### I/O nets highlighted

Scale bar: 50 µm.
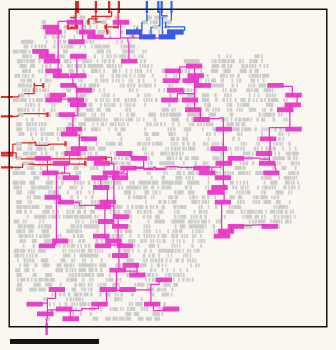
### Cell outlines without signal wires

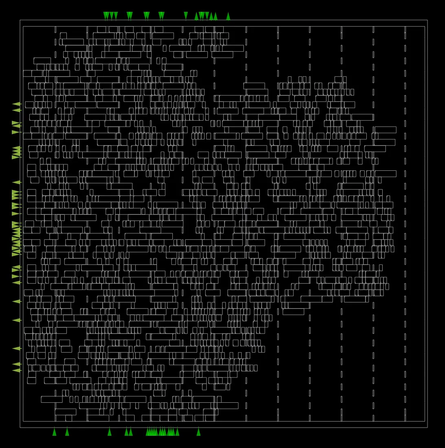
### Cell density map

Scale bar: 50 µm. 18 x 18 tiles, from white (low) to dark blue (high), 0 to 100% covered.
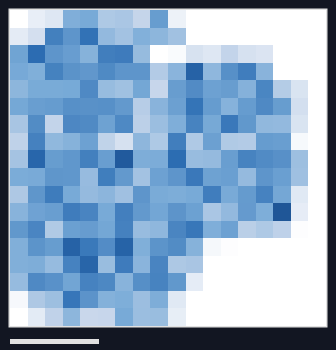
### Sequential cells coloured by netlist name

Scale bar: 50 µm. Other sequential cells in the stronger grey, the rest of the logic in the fainter grey.
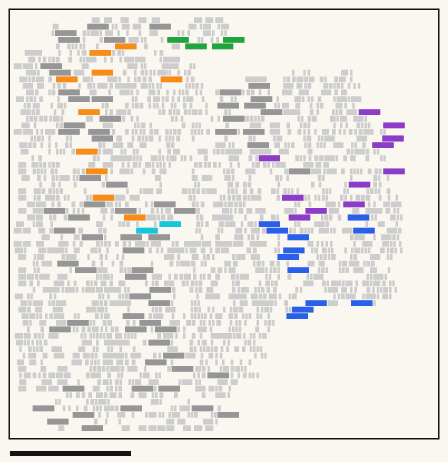
### Floorplan with the power grid

Scale bar: 50 µm. Pins as bars on the die edge. Tap cells in grey.
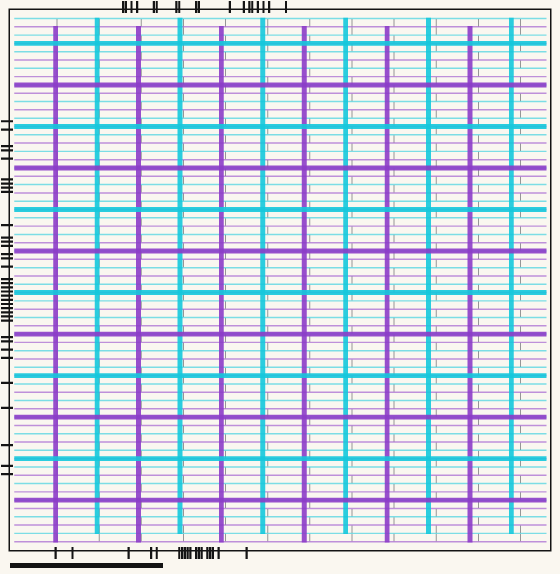
`src/rtl/line_rasterizer.sv`:
```
// Bresenham line rasteriser: one framebuffer address/colour beat per pixel.
// Define LINE_PATTERN_EN to add the 16-bit dash pattern input (pattern_in).
module line_rasterizer #(
    parameter int COORD_WIDTH    = 10,
    parameter int ADDRESS_WIDTH  = 18,
    parameter int LINE_STRIDE    = 640,
    parameter int DISPLAY_HEIGHT = 400,
    parameter int COLOR_WIDTH    = 4
) (
    input  logic                     clock_in,
    input  logic                     reset_n_in,
    input  logic                     enable_in,
    input  logic [COORD_WIDTH-1:0]   x0_in,
    input  logic [COORD_WIDTH-1:0]   y0_in,
    input  logic [COORD_WIDTH-1:0]   x1_in,
    input  logic [COORD_WIDTH-1:0]   y1_in,
    input  logic [COLOR_WIDTH-1:0]   color_in,
`ifdef LINE_PATTERN_EN
    input  logic [15:0]              pattern_in,
`endif
    output logic                     ready_out,
    output logic                     pixel_valid_out,
    input  logic                     pixel_ready_in,
    output logic [ADDRESS_WIDTH-1:0] address_out,
    output logic [COLOR_WIDTH-1:0]   color_out
);

    localparam int W = COORD_WIDTH + 2;
    localparam logic [31:0] X_LIMIT = 32'(LINE_STRIDE);
    localparam logic [31:0] Y_LIMIT = 32'(DISPLAY_HEIGHT);
    localparam logic signed [W-1:0] ONE = W'(1);

    typedef enum logic [1:0] {
        IDLE,
        SETUP,
        DRAW
    } state_t;

    state_t state_q, state_d;

    logic [COORD_WIDTH-1:0] x0_q, y0_q, x1_q, y1_q;
    logic [COLOR_WIDTH-1:0] color_q;

    logic signed [W-1:0] dx_q, dy_q, err_q;
    logic signed [W-1:0] x_q, y_q;
    logic                sx_neg_q, sy_neg_q;

`ifdef LINE_PATTERN_EN
    logic [15:0] pattern_q;
    logic [3:0]  idx_q;
`endif

    logic accept, advance, drawable, in_bounds, at_end;

    logic signed [W-1:0] x0_s, y0_s, x1_s, y1_s;
    logic signed [W-1:0] dx_s, ady_s;
    logic signed [W-1:0] e2, err_n, x_n, y_n;
    logic                step_x, step_y;
    logic [31:0]         x_ext, y_ext;

    assign x0_s = $signed({2'b00, x0_q});
    assign y0_s = $signed({2'b00, y0_q});
    assign x1_s = $signed({2'b00, x1_q});
    assign y1_s = $signed({2'b00, y1_q});

    assign dx_s  = (x1_s >= x0_s) ? (x1_s - x0_s) : (x0_s - x1_s);
    assign ady_s = (y1_s >= y0_s) ? (y1_s - y0_s) : (y0_s - y1_s);

    // One Bresenham step from the current point
    assign e2     = err_q <<< 1;
    assign step_x = (e2 >= dy_q);
    assign step_y = (e2 <= dx_q);

    always_comb begin
        err_n = err_q;
        x_n   = x_q;
        y_n   = y_q;
        if (step_x) begin
            err_n = err_n + dy_q;
            x_n   = sx_neg_q ? (x_q - ONE) : (x_q + ONE);
        end
        if (step_y) begin
            err_n = err_n + dx_q;
            y_n   = sy_neg_q ? (y_q - ONE) : (y_q + ONE);
        end
    end

    // Coordinates never go negative: they stay between the two endpoints
    assign x_ext     = 32'($unsigned(x_q));
    assign y_ext     = 32'($unsigned(y_q));
    assign in_bounds = (x_ext < X_LIMIT) && (y_ext < Y_LIMIT);
    assign at_end    = (x_q == x1_s) && (y_q == y1_s);

`ifdef LINE_PATTERN_EN
    assign drawable = in_bounds && pattern_q[idx_q];
`else
    assign drawable = in_bounds;
`endif

    assign address_out = ADDRESS_WIDTH'(y_ext * X_LIMIT + x_ext);
    assign color_out   = color_q;

    always_comb begin
        state_d         = state_q;
        ready_out       = 1'b0;
        pixel_valid_out = 1'b0;
        accept          = 1'b0;
        advance         = 1'b0;
        unique case (state_q)
            IDLE: begin
                ready_out = 1'b1;
                if (enable_in) begin
                    accept  = 1'b1;
                    state_d = SETUP;
                end
            end
            SETUP: begin
                state_d = DRAW;
            end
            DRAW: begin
                pixel_valid_out = drawable;
                advance = drawable ? pixel_ready_in : 1'b1;
                if (advance && at_end) begin
                    state_d = IDLE;
                end
            end
            default: begin
                state_d = IDLE;
            end
        endcase
    end

    always_ff @(posedge clock_in or negedge reset_n_in) begin
        if (!reset_n_in) begin
            state_q <= IDLE;
        end else begin
            state_q <= state_d;
        end
    end

    always_ff @(posedge clock_in or negedge reset_n_in) begin
        if (!reset_n_in) begin
            x0_q     <= '0;
            y0_q     <= '0;
            x1_q     <= '0;
            y1_q     <= '0;
            color_q  <= '0;
            dx_q     <= '0;
            dy_q     <= '0;
            err_q    <= '0;
            x_q      <= '0;
            y_q      <= '0;
            sx_neg_q <= 1'b0;
            sy_neg_q <= 1'b0;
        end else if (accept) begin
            x0_q    <= x0_in;
            y0_q    <= y0_in;
            x1_q    <= x1_in;
            y1_q    <= y1_in;
            color_q <= color_in;
        end else if (state_q == SETUP) begin
            dx_q     <= dx_s;
            dy_q     <= -ady_s;
            err_q    <= dx_s - ady_s;
            sx_neg_q <= (x1_s < x0_s);
            sy_neg_q <= (y1_s < y0_s);
            x_q      <= x0_s;
            y_q      <= y0_s;
        end else if (advance && !at_end) begin
            err_q <= err_n;
            x_q   <= x_n;
            y_q   <= y_n;
        end
    end

`ifdef LINE_PATTERN_EN
    // Index counts every point, clipped ones included
    always_ff @(posedge clock_in or negedge reset_n_in) begin
        if (!reset_n_in) begin
            pattern_q <= '0;
            idx_q     <= '0;
        end else if (accept) begin
            pattern_q <= pattern_in;
        end else if (state_q == SETUP) begin
            idx_q <= '0;
        end else if (advance && !at_end) begin
            idx_q <= idx_q + 4'd1;
        end
    end
`endif

endmodule

```
`config.mk`:
```
export PLATFORM = sky130hd
export DESIGN_NAME = line_rasterizer
export DESIGN_NICKNAME = d
export VERILOG_FILES = /design/src/rtl/line_rasterizer.sv
export SDC_FILE = /design/constraint.sdc
export NUM_CORES = 1
export LEC_CHECK = 0
export ABC_AREA = 1
export CAP_MARGIN = 20
export CORE_UTILIZATION = 36
export DETAILED_ROUTE_END_ITERATION = 6
export HOLD_SLACK_MARGIN = 0.03
export PLACE_DENSITY_LB_ADDON = 0.25
export SLEW_MARGIN = 20
export SYNTH_ARGS = -nofsm -noshare
export SYNTH_HDL_FRONTEND = slang
export SYNTH_SLANG_ARGS = --single-unit
export TNS_END_PERCENT = 30
```
`constraint.sdc`:
```
create_clock -name clock_in -period 7.9 [get_ports clock_in]
set_input_delay 1.185 -clock clock_in [delete_from_list [all_inputs] [get_ports clock_in]]
set_output_delay 1.185 -clock clock_in [all_outputs]
set_load 0.01 [all_outputs]
```
==> flow_summary.json <==
{
  "status": "complete, no violations",
  "largest_area_cell": "dfrtp_1",
  "tightest_slew_ns": 0.8671,
  "p_sw_share_pct": 27.10,
  "synthesis.area_um2": 11010,
  "antenna_found_initial": 0,
  "yosys.area_share.simple_pct": 28.97,
  "logic_area_um2": 7293,
  "nets": 1852,
  "ys_sh_adder_pct": 17.12,
  "first_pass_iters": 6,
  "ys_sh_mux_pct": 0,
  "routed_wl_um": 30020,
  "lay_top_cells": "476 x nand2_1, 213 x inv_1, 133 x ha_1",
  "met2WireLength_um": 13640,
  "min_period_ns": 4.814,
  "comb-power_uw": 166,
  "die_y_um": 176.9,
  "gr-usage-met2_pct": 32.35,
  "rsz0062_at_grt": "false",
  "max_stage_delay_ns": 0.55,
  "whs_ns": 0.4857,
  "holdCritPathClass": "register to register",
  "cts_root_buf": "clkbuf_16",
  "synth.logic.top_family": "simple AND/OR/NAND/NOR gates",
  "cts_tree": "built",
  "crit_path_cell_trace": "ha_1 -> ha_1 -> inv_1 -> fa_1 -> inv_1 -> ha_1 -> a21boi_0 -> o21ai_0 -> nor2_1 -> nand2_1 -> nor2_1 -> nand2_1 -> xor2_1 -> clkdlybuf4s50_1",
  "chipArea_um2": 31280,
  "crit_type": "register to output pin",
  "reg2reg_depth": 20,
  "io_buffers": 71,
  "async_flop_share_pct": 100.0,
  "max_cap_viol_count": 0,
  "cp_max_fo": 5,
  "worst_path_max_delay_cell": "clkdlybuf4s50_1",
  "post-cts-setup-buffers": 0,
  "post_cts_resized": 0,
  "synth_seq_share_pct": 24.10,
  "p_clk_share_pct": 39.8,
  "synth-warning-count": 0,
  "area_growth_pct": 11.99,
  "grt_overflow_total": 0,
  "p_clk_uw": 488,
  "topCellsByArea": "dfrtp_1 24%, nand2_1 16%, ha_1 15%",
  "yosys.area_share.aoi_pct": 14.09,
  "topRoutingLayerUsed": "met4",
  "p_seq_share_pct": 46.7,
  "hold_buffers": 0,
  "crit_top_cell": "ha_1",
  "grt_max_degree": 86,
  "drtAntennaViolNets": 0,
  "combPwrFrac_pct": 13.5,
  "synth.avg_cell_area_um2": 6.825,
  "top_area_share_pct": 24.10,
  "critPathRequiredTime_ns": 6.71,
  "synth_cells": 1613,
  "startpoint_type": "register",
  "edf_count": 0,
  "warnings": 46,
  "fp_nets": 1805,
  "fp-utilization_pct": 36.85,
  "top_usage_layer": "met2",
  "lay_top_count": "nand2_1",
  "io_pins": 72,
  "diodes": 0,
  "rows": 63,
  "clk_latency_ns": 0.38,
  "drive_gt1_share_pct": 4.805,
  "grt.total_usage_pct": 19.85,
  "num_vias": 10260,
  "dp_hpwl_um": 24050,
  "grt_pass1_wl_um": 49210,
  "worst_slew_margin_rel_pct": 42.19,
  "drc_errors": 0,
  "report.final.slew_viol_count": 0,
  "gp_congestion": 0.8995,
  "p_switching_uw": 332.7,
  "wl_met1_um": 14430,
  "cts_sinks": 106,
  "final_area_um2": 12330,
  "met3_usage_pct": 2.148,
  "synth.distinct_cells": 50,
  "wl_per_cell_um": 14.61,
  "endpoint_kind": "output pin",
  "ir_worst_vdd_mv": 0.1058
}
-- 'I/O nets highlighted' (at the start) --
| colour | port | direction | end cells | buffers | wire |
|---|---|---|---|---|---|
| blue | color_out | output | 4 | 4 | 79.9 µm |
| magenta | reset_n_in | input | 106 | 2 | 982 µm |
| red | x1_in | input | 10 | 10 | 259 µm |

-- 'Cell outlines without signal wires' (at the start) --
fin cells: 2,055
Seq/total area: 21.52%
Core ar.: 29,870 µm²

-- 'Cell density map' (at the start) --
tiles over 75% full: 2.8%
fullest tile: 85%
emptiest ninth of the die: bottom right
mean over tiles: 38%
nearly empty tiles: 22%

-- 'Sequential cells coloured by netlist name' (at the start) --
| colour | name in the netlist | sequential cells |
|---|---|---|
| cyan | state_q | 2 |
| orange | x0_q | 10 |
| purple | err_q | 11 |
| blue | dy_q | 12 |
| green | color_out | 4 |
not coloured: 67
sequential logic power: 573 µW
Util after Layout: 41.27%
Register Area: 2653 µm²

-- 'Floorplan with the power grid' (at the start) --
| colour | net |
|---|---|
| purple | VSS |
| cyan | VDD |
met4 straps: 12
tap cells: 390
signal pins: 72
met5 straps: 12

==> area by class of cell <==
type | count | area share (%)
multi-input combinational | 1241 | 59.16
sequential | 106 | 21.52
inverter | 227 | 6.932
timing repair buffer | 75 | 5.988
tap | 390 | 3.958
clock buffer | 10 | 1.938
clock inverter | 6 | 0.5075
==> final timing paths <==
path | startpoint | endpoint | slack [ns]
max in group asynchronous | reset_n_in | dy_q[6] | 5.86
min | color_out[3] | color_out[3] | 0.49
min in group asynchronous | reset_n_in | y_q[8] | 0.89
max | y_q[3] | address_out[17] | 3.09
min reg2reg | color_out[3] | color_out[3] | 0.49
max reg2reg | x0_q[2] | err_q[8] | 3.83
==> cells by family (layout without fill, tap and decap cells) <==
logic type	count (synthesis)	after routing
simple gates	738	738
compound gates	283	283
buf+inv	266	318
fa+ha+maj	144	144
flops	106	106
xor+xnor	76	76
==> sequential cells by signal (all words and copies together) (netlist names) <==
name,flops
dy_q,12
y_q,12
state_q,2
y0_q,10
x0_q,10
x_q,12
color_out,4
err_q,11
y1_q,10
sy_neg_q,1
dx_q,11
x1_q,10
sx_neg_q,1
==> metrics by stage <==
step	std cells	util, %	power, µW	setup WS [ns]
after global routing	2055	41.27	1282	2.800
after detailed placement	2039	40.26	751.7	3.448
after global placement	2039	40.26	752.8	3.512
after CTS	2055	41.27	1240	3.043
after floorplan	1613	-	678.5	4.137
final	2055	41.27	1228	3.086
==> worst max-delay path: cells and delay by family, from the launching register on <==
| family | cells | cell delay (ns) |
|---|---|---|
| XOR/XNOR | 1 | 0.13 |
| adder cells (fa/ha/maj) | 4 | 1.24 |
| AND/OR/NAND/NOR | 4 | 0.39 |
| AND-OR/OR-AND | 2 | 0.40 |
| flip-flops | 1 | 0.45 |
| buffers and inverters | 3 | 0.64 |
Power figures rest on the tool's default switching activity, not on a simulated workload.
